## src/rtl/shift_pkg.sv

```systemverilog
// rtl/shift_pkg.sv - shared op encoding and FSM state type for shift_unit
// Contents:
//   OP_SLL/OP_SRL/OP_SRA/OP_ROR : 2-bit operation codes on the op port
//   state_t                     : IDLE (accepting), SHIFT (stepping), DONE (result pulse, accepting)
package shift_pkg;

  localparam logic [1:0] OP_SLL = 2'b00;
  localparam logic [1:0] OP_SRL = 2'b01;
  localparam logic [1:0] OP_SRA = 2'b10;
  localparam logic [1:0] OP_ROR = 2'b11;

  typedef enum logic [1:0] {
    IDLE  = 2'd0,
    SHIFT = 2'd1,
    DONE  = 2'd2
  } state_t;

endpackage

```

## src/rtl/shift_step.sv

```systemverilog
// rtl/shift_step.sv - combinational shift of one word by 0..STEP positions
// Ports:
//   data   in  WIDTH  word to shift
//   op     in  2      operation (shift_pkg OP_* codes)
//   k      in  KW     shift distance for this step, 0..STEP
//   result out WIDTH  shifted word
module shift_step
  import shift_pkg::*;
#(
  parameter int WIDTH = 32,
  parameter int STEP  = 2,
  parameter int KW    = $clog2(STEP + 1)
) (
  input  logic [WIDTH-1:0] data,
  input  logic [1:0]       op,
  input  logic [KW-1:0]    k,
  output logic [WIDTH-1:0] result
);

  // Doubled word: shifting right and keeping the low half gives a rotate,
  // and stays correct even when k equals WIDTH.
  logic [2*WIDTH-1:0] doubled;

  always_comb begin
    result  = data;
    doubled = {data, data} >> k;
    case (op)
      OP_SLL: result = data << k;
      OP_SRL: result = data >> k;
      // The working MSB always equals the captured MSB, since every
      // earlier SRA step preserved it.
      OP_SRA: result = $unsigned($signed(data) >>> k);
      OP_ROR: result = doubled[WIDTH-1:0];
      default: result = data;
    endcase
  end

endmodule

```

## src/rtl/shift_unit.sv

```systemverilog
// rtl/shift_unit.sv - multi-cycle shifter, at most STEP bit positions per clock
// Ports:
//   clk   in  1        rising-edge clock
//   rst   in  1        synchronous active-high reset
//   start in  1        request, sampled in IDLE or DONE only
//   op    in  2        00 SLL, 01 SRL, 10 SRA, 11 ROR
//   shamt in  SHAMT_W  shift amount 0..WIDTH-1
//   din   in  WIDTH    operand
//   busy  out 1        high while in SHIFT
//   done  out 1        one-cycle pulse when dout is updated
//   dout  out WIDTH    result, held until the next completion
module shift_unit
  import shift_pkg::*;
#(
  parameter int WIDTH = 32,
  parameter int STEP  = 2,
  localparam int SHAMT_W = $clog2(WIDTH)
) (
  input  logic               clk,
  input  logic               rst,
  input  logic               start,
  input  logic [1:0]         op,
  input  logic [SHAMT_W-1:0] shamt,
  input  logic [WIDTH-1:0]   din,
  output logic               busy,
  output logic               done,
  output logic [WIDTH-1:0]   dout
);

  localparam int KW = $clog2(STEP + 1);

  state_t             state;
  logic [WIDTH-1:0]   work;
  logic [1:0]         op_q;
  logic [SHAMT_W-1:0] remaining;
  logic [KW-1:0]      k;
  logic               last_step;
  logic [WIDTH-1:0]   step_out;

  // Compare one bit wider so STEP == WIDTH does not overflow SHAMT_W.
  always_comb begin
    last_step = ({1'b0, remaining} <= (SHAMT_W + 1)'(STEP));
    k         = KW'(STEP);
    if (last_step) k = KW'(remaining);
  end

  shift_step #(
    .WIDTH (WIDTH),
    .STEP  (STEP),
    .KW    (KW)
  ) u_step (
    .data   (work),
    .op     (op_q),
    .k      (k),
    .result (step_out)
  );

  assign busy = (state == SHIFT);

  always_ff @(posedge clk) begin
    if (rst) begin
      state     <= IDLE;
      work      <= '0;
      op_q      <= OP_SLL;
      remaining <= '0;
      dout      <= '0;
      done      <= 1'b0;
    end else begin
      done <= 1'b0;
      case (state)
        IDLE, DONE: begin
          if (start) begin
            work      <= din;
            op_q      <= op;
            remaining <= shamt;
            if (shamt == '0) begin
              state <= DONE;
              dout  <= din;
              done  <= 1'b1;
            end else begin
              state <= SHIFT;
            end
          end else begin
            state <= IDLE;
          end
        end
        SHIFT: begin
          work      <= step_out;
          remaining <= remaining - SHAMT_W'(k);
          if (last_step) begin
            state <= DONE;
            dout  <= step_out;
            done  <= 1'b1;
          end
        end
        default: state <= IDLE;
      endcase
    end
  end

endmodule
```

## config.mk

```make
export PLATFORM = sky130hd
export DESIGN_NAME = shift_unit
export DESIGN_NICKNAME = d
export VERILOG_FILES = /design/src/rtl/shift_pkg.sv /design/src/rtl/shift_step.sv /design/src/rtl/shift_unit.sv
export SDC_FILE = /design/constraint.sdc
export NUM_CORES = 1
export LEC_CHECK = 0
export ABC_AREA = 1
export ABC_CLOCK_PERIOD_IN_PS = 1650
export CORE_MARGIN = 2
export CORE_UTILIZATION = 54
export CTS_BUF_LIST = sky130_fd_sc_hd__clkbuf_8 sky130_fd_sc_hd__clkbuf_16
export DETAILED_ROUTE_END_ITERATION = 10
export PLACE_DENSITY = 0.83
export SYNTH_ARGS = -nofsm -noshare
export SYNTH_HDL_FRONTEND = slang
export SYNTH_SLANG_ARGS = --single-unit
export TNS_END_PERCENT = 100
```

## constraint.sdc

```tcl
create_clock -name clk -period 1.65 [get_ports clk]
set_input_delay 0.165 -clock clk [delete_from_list [all_inputs] [get_ports clk]]
set_output_delay 0.165 -clock clk [all_outputs]
set_load 0.05 [all_outputs]
```

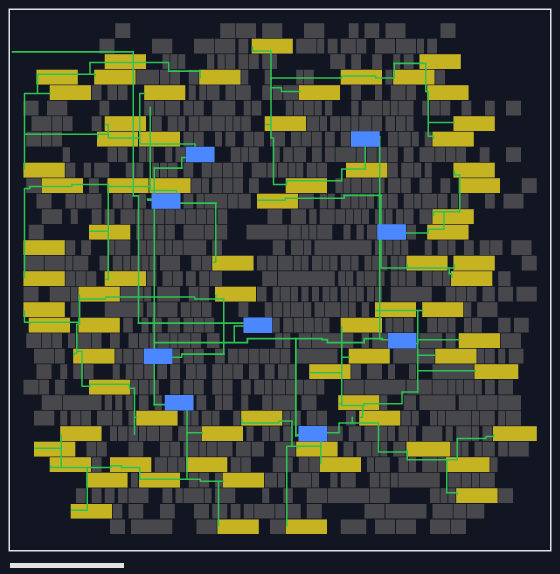
Fig. 1. Routed clock nets over the placement.
Scale bar: 20 µm.
[cells driving clock nets] blue | count: 9
[clock wires] green | length: 1010 µm
[flip-flops] yellow | count: 74
flops lie: all over the die

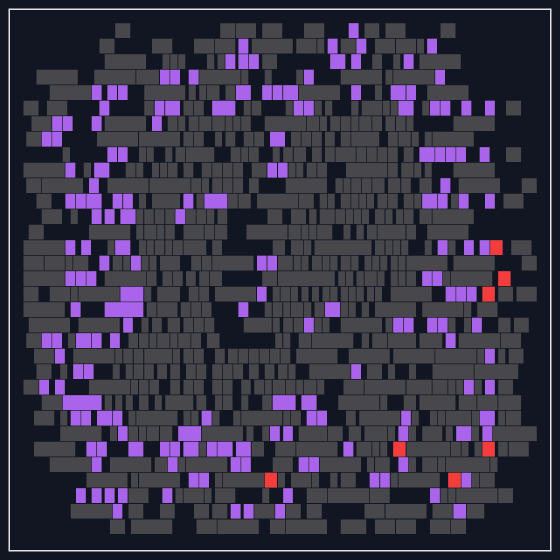
Fig. 2. Gate-type map.
| family | color | cells | where |
|---|---|---|---|
| AND and OR gates | red | 7 | south-east |
| inverting AOI/OAI gates | purple | 171 | all over the die |
Commonest Layout Cell: nand3_1
fin cells: 877

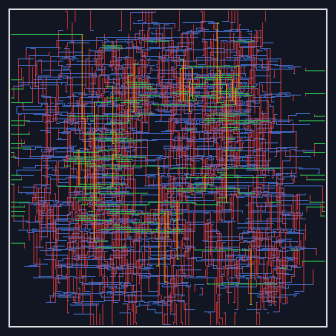
Fig. 3. Routed metal, one color a layer.
| layer | color | wire length |
|---|---|---|
| met1 | blue | 5580 µm |
| met4 | orange | 382 µm |
| met2 | red | 6300 µm |
| met3 | green | 1010 µm |
via count: 5203
Tot GR Track Use: 0.289
WL final: 13.3 mm

-- timing repair --
item / CTS / global route
setup endpoints to repair: 17 / 66
gates resized: 9 / 48
setup buffers: 2 / 0
pin swaps: 0 / 19
cloned: 2 / 0
-- registers in the layout, summed over array words and instances, names as in the netlist --
name	cells
done	1
dout	32
op_q	2
remaining	5
state	2
work	32
-- final timing paths --
check / startpoint / endpoint / depth (start not counted)
worst max-delay path: remaining[3]$_SDFFE_PP0P_ / dout[14]$_SDFFE_PP0P_ / 10
worst min-delay path: shamt[1] / remaining[1]$_SDFFE_PP0P_ / 3
worst max register to register: remaining[3]$_SDFFE_PP0P_ / dout[14]$_SDFFE_PP0P_ / 10
worst min register to register: remaining[0]$_SDFFE_PP0P_ / remaining[0]$_SDFFE_PP0P_ / 2
-- critical path: stages (launching register included) --
cell	delay [ns]
dfxtp_2	0.34
nor2_4	0.14
nand3_4	0.10
nor2_4	0.11
buf_12	0.14
buf_16	0.16
nand2_2	0.09
nand3_1	0.09
nand3_1	0.11
o21bai_1	0.20
a21oi_1	0.09
-- power groups by stage --
stage | Clock (mW) | Sequential [mW] | Combinational, mW
final | 1.20 | 2.13 | 2.65
after global routing | 1.28 | 2.15 | 2.87
after CTS | 1.20 | 2.12 | 2.49
after detailed placement | 0 | 2.16 | 2.41
after global placement | 0 | 2.16 | 2.34
after floorplan | 0 | 2.45 | 1.39
-- cell families after synthesis --
kind of cell,after synthesis
AND/OR/NAND/NOR,351
AND-OR/OR-AND,171
buffers and inverters,94
flip-flops,74
XOR/XNOR,2
adder cells (fa/ha/maj),1
other,1
-- stage by stage --
step / TNS [ns] / util / std cells / hold slack [ns] / total power [mW]
floorplan: 0 / - / 694 / 0.234 / 3.85
global placement: -5.14 / 0.662 / 858 / 0.500 / 4.50
detailed placement: -6.25 / 0.662 / 858 / 0.508 / 4.57
CTS: -0.0228 / 0.692 / 877 / 0.449 / 5.82
global route: -5.43 / 0.713 / 877 / 0.497 / 6.30
finish: -0.593 / 0.713 / 877 / 0.470 / 5.98
-- area by class of cell --
cell class | count | area [µm²] | area share
Tap cell | 105 | 131 | 0.0228
Sequential cell | 74 | 1490 | 0.258
Clock inverter | 6 | 27.5 | 0.00477
Timing Repair Buffer | 108 | 1100 | 0.190
Inverter | 49 | 184 | 0.0319
Multi-Input combinational cell | 526 | 2720 | 0.471
Clock buffer | 9 | 124 | 0.0215
-- per-layer routing --
| layer | GRT usage | up-vias |
|---|---|---|
| met1 | 0.369 | 2377 |
| li1 | - | 2497 |
| met4 | 0.133 | 0 |
| met3 | 0.0423 | 52 |
| met2 | 0.482 | 277 |
| met5 | 0 | - |
==> results.cfg <==
; physical design summary
[yosys]
adder_share = 0.00282
synth-simple-area-share = 0.355
top_cells_by_count = nand3_1, nand2_1, dfxtp_1, a21oi_1, o21ai_0
syn_nets = 737
synthDistinctLibCells = 32
logic_family = simple AND/OR/NAND/NOR gates
synthXorXnorAreaFrac = 0.00394
syn-cell-area_um2 = 4440
yosys_register_bits = 74
ys_cells = 694
synth_cells = 694

[hold_path]
worstHoldPathType = primary input to register

[run]
warning_count = 28

[die]
die-area_um2 = 8970
core_um2 = 8090
die_h_um = 94.7
placementRows = 33

[power]
powerDensity_nw_per_um2 = 1040
power_frac_clock = 0.201
switching_share = 0.420

[place]
postPlaceCellArea_um2 = 5360
port-buffer-count = 75

[timing]
worst_slack_ns = -0.0693
period_used_share = 1.04
slew_viol_final = 0
setup_violations = 27
fin_skew_ns = 0.00916

[route]
ant_nets = 0
dr.pass1.iters = 5
wl_per_cell_um = 15.1
wl_met1_mm = 5.58
met3_length_mm = 1.01

[clocking]
htree_levels = 3
path_clk_slew_ns = 0.08
cts_hold_buffers = 0

[final_layout]
num_antenna_cells = 0
nets = 811

[outcome]
status = complete, but fails checks
violations = setup timing

[critical_path]
cp.arrival_ns = 1.96
regToRegSetupSlack_ns = -0.07

[global_route]
gr-total-overflow = 0
grt_max_degree = 69
grt_pass1_vias = 4758
grt_pass1_wl_mm = 21.0
Power is estimated from default activity; no workload was simulated.
